==> config.mk <==
export PLATFORM = sky130hd
export DESIGN_NAME = array_pulse_sequencer_flat
export DESIGN_NICKNAME = d
export VERILOG_FILES = /design/src/rtl/fraise_seq_pkg.sv /design/src/rtl/array_pulse_sequencer_if.sv /design/src/rtl/pulse_timer.sv /design/src/rtl/array_pulse_sequencer.sv /design/src/flat_wrapper.sv
export SDC_FILE = /design/constraint.sdc
export NUM_CORES = 1
export LEC_CHECK = 0
export CAP_MARGIN = 20
export CORE_ASPECT_RATIO = 0.9
export CORE_MARGIN = 8
export CORE_UTILIZATION = 40
export CTS_CLUSTER_SIZE = 20
export DETAILED_ROUTE_END_ITERATION = 16
export PLACE_DENSITY = 0.61
export SYNTH_ARGS = -nofsm -noshare
export SYNTH_HDL_FRONTEND = slang
export SYNTH_SLANG_ARGS = --single-unit
==> constraint.sdc <==
create_clock -name clk -period 3.3 [get_ports clk]
set_clock_uncertainty 0.15 [all_clocks]
set_input_delay 0.33 -clock clk [delete_from_list [all_inputs] [get_ports clk]]
set_output_delay 0.33 -clock clk [all_outputs]
set_load 0.1 [all_outputs]
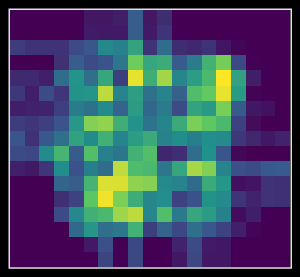
Figure 1: signal metal coverage by tile.
Drawn at 3 px/µm. The die is cut into 19 by 17 equal tiles; dark purple is low, yellow is high, scaled to the fullest tile. Values are wire area over tile area, all layers added.
densest ninth of the die: middle
tiles over half the peak: 22%
mean over tiles: 0.11
nearly empty tiles: 28%
fullest tile: 0.39
DR vias: 2,035
total routing resource utilization after global routing: 14.1%

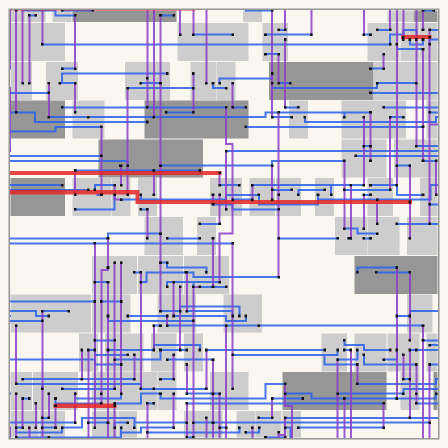
Figure 2: a small window of the routed layout.
Region (32, 28) to (62, 58) µm. Cells in grey, sequential cells in the stronger grey; small squares are vias.
[red] M3
[purple] M2
[blue] M1
cells with their middle in the window: 64
sequential cells in the window: 7
most frequent: nor2_1 (9), dfxtp_1 (7), nand2_1 (6)

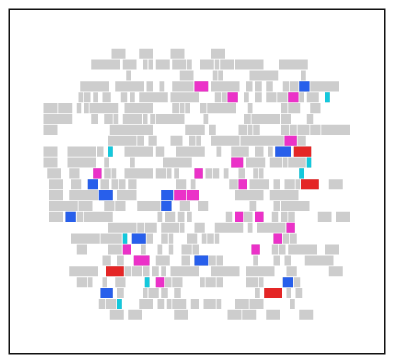
Figure 3: gate-type map.
Drawn at 4 px/µm.
[magenta] and/or cells | cells: 18 | most used: or3_1
[red] fa/ha/maj cells | cells: 4 | most used: ha_1
[cyan] inv cells | cells: 7 | most used: inv_1
[blue] non-inverting ao/oa cells | cells: 11 | most used: a21o_1
most numerous logic cell after layout: sky130_fd_sc_hd__dfxtp_1
non-filler cells, final: 373
logic share of the area: 45.8%

==> summary.rpt <==
IMPLEMENTATION SUMMARY REPORT
----------------------------------------------------
[Yosys]
  Top cells by area, synth ........................ sky130_fd_sc_hd__dfxtp_1 (38%), sky130_fd_sc_hd__a21oi_1 (6.5%), sky130_fd_sc_hd__nand2_1 (5.7%)
  Syn Area/Cell ........................ 7.94 µm²
  Area share of the largest cell type after synthesis ........................ 38.0%
  Synthesized netlist cell count ........................ 272
  Biggest area consumer among synthesized cells ........................ sky130_fd_sc_hd__dfxtp_1
  Number of synthesized flops with an enable pin ........................ 0
  # Cells Yosys ........................ 272
  Async SR Flop Fraction ........................ 0%
  Seq share, synth ........................ 38.0%

[Timing]
  Worst slack on hold paths ........................ 0.274 ns
  Setup Total Neg Slack ........................ 0 ns
  Unrepaired setup endpoints after global routing ........................ no
  Tightest Pin Transition ........................ 0.975 ns
  Clock period minus final worst setup slack ........................ 2.63 ns

[Run]
  Max capacitance violation total ........................ 0
  Number of warnings the tools reported ........................ 27

[Place]
  Routability-driven placement congestion ratio ........................ 0.856

[Clock tree]
  # hold bufs at CTS ........................ 0
  # Post-CTS Setup Buffers ........................ 0
  H-Tree Depth ........................ 2
  Cells resized by post-CTS repair ........................ 0
  CTS tree ........................ built

[Global routing]
  Initial antenna violation count ........................ 0
  Wire length of the first global-routing pass ........................ 9240 µm
  Number of global-route vias before repair ........................ 1,880

[Routing]
  WL per Instance ........................ 14.8 µm
  DRC violation count after routing ........................ 0
  Number of nets with antenna violations after detailed routing ........................ 0

[Final layout]
  Register area ........................ 821 µm²
  Clock network area share ........................ 4.93%
  Sequential share of cell area ........................ 30.2%
  ANT cells ........................ 0

[Floorplan]
  Chip height ........................ 85.7 µm
  Number of standard-cell rows in the floorplan ........................ 25
  Number of tap cells added at floorplan ........................ 67

[Min path]
  Hold WC Path Type ........................ reg -> reg
  Worst Hold Path Cells ........................ 1

[Critical path]
  Highest net fanout along the worst path ........................ 12
  Worst EP required ........................ 3.38 ns
  Worst Setup Start Kind ........................ flop
  Sort of element at the end of the critical path ........................ flop

[Status]
  Status ........................ complete, no violations

[Power]
  Worst vdd ir ........................ 0.813 mV

----------------------------------------------------
==> kinds of logic after synthesis <==
family | count (synthesis) | share of synthesized area (%)
xor+xnor | 4 | 1.62
flops | 41 | 38.0
compound gates | 77 | 24.0
mux | 1 | 0.463
simple gates | 122 | 29.2
fa+ha+maj | 4 | 2.32
buf+inv | 23 | 4.46
==> power breakdown <==
group	internal (µW)	leakage (µW)	switching, µW
clock network	301	0.0000681	182
logic	457	0.000585	919
registers	644	0.000336	153
==> metal layers <==
layer,up-vias,track usage [%],routed length [µm]
met2,37,20.2,2350
met3,5,3.75,260
met4,0,2.19,29
li1,1057,-,-
met5,-,0,0
met1,936,20.6,2870
Power and IR drop assume default switching activity.
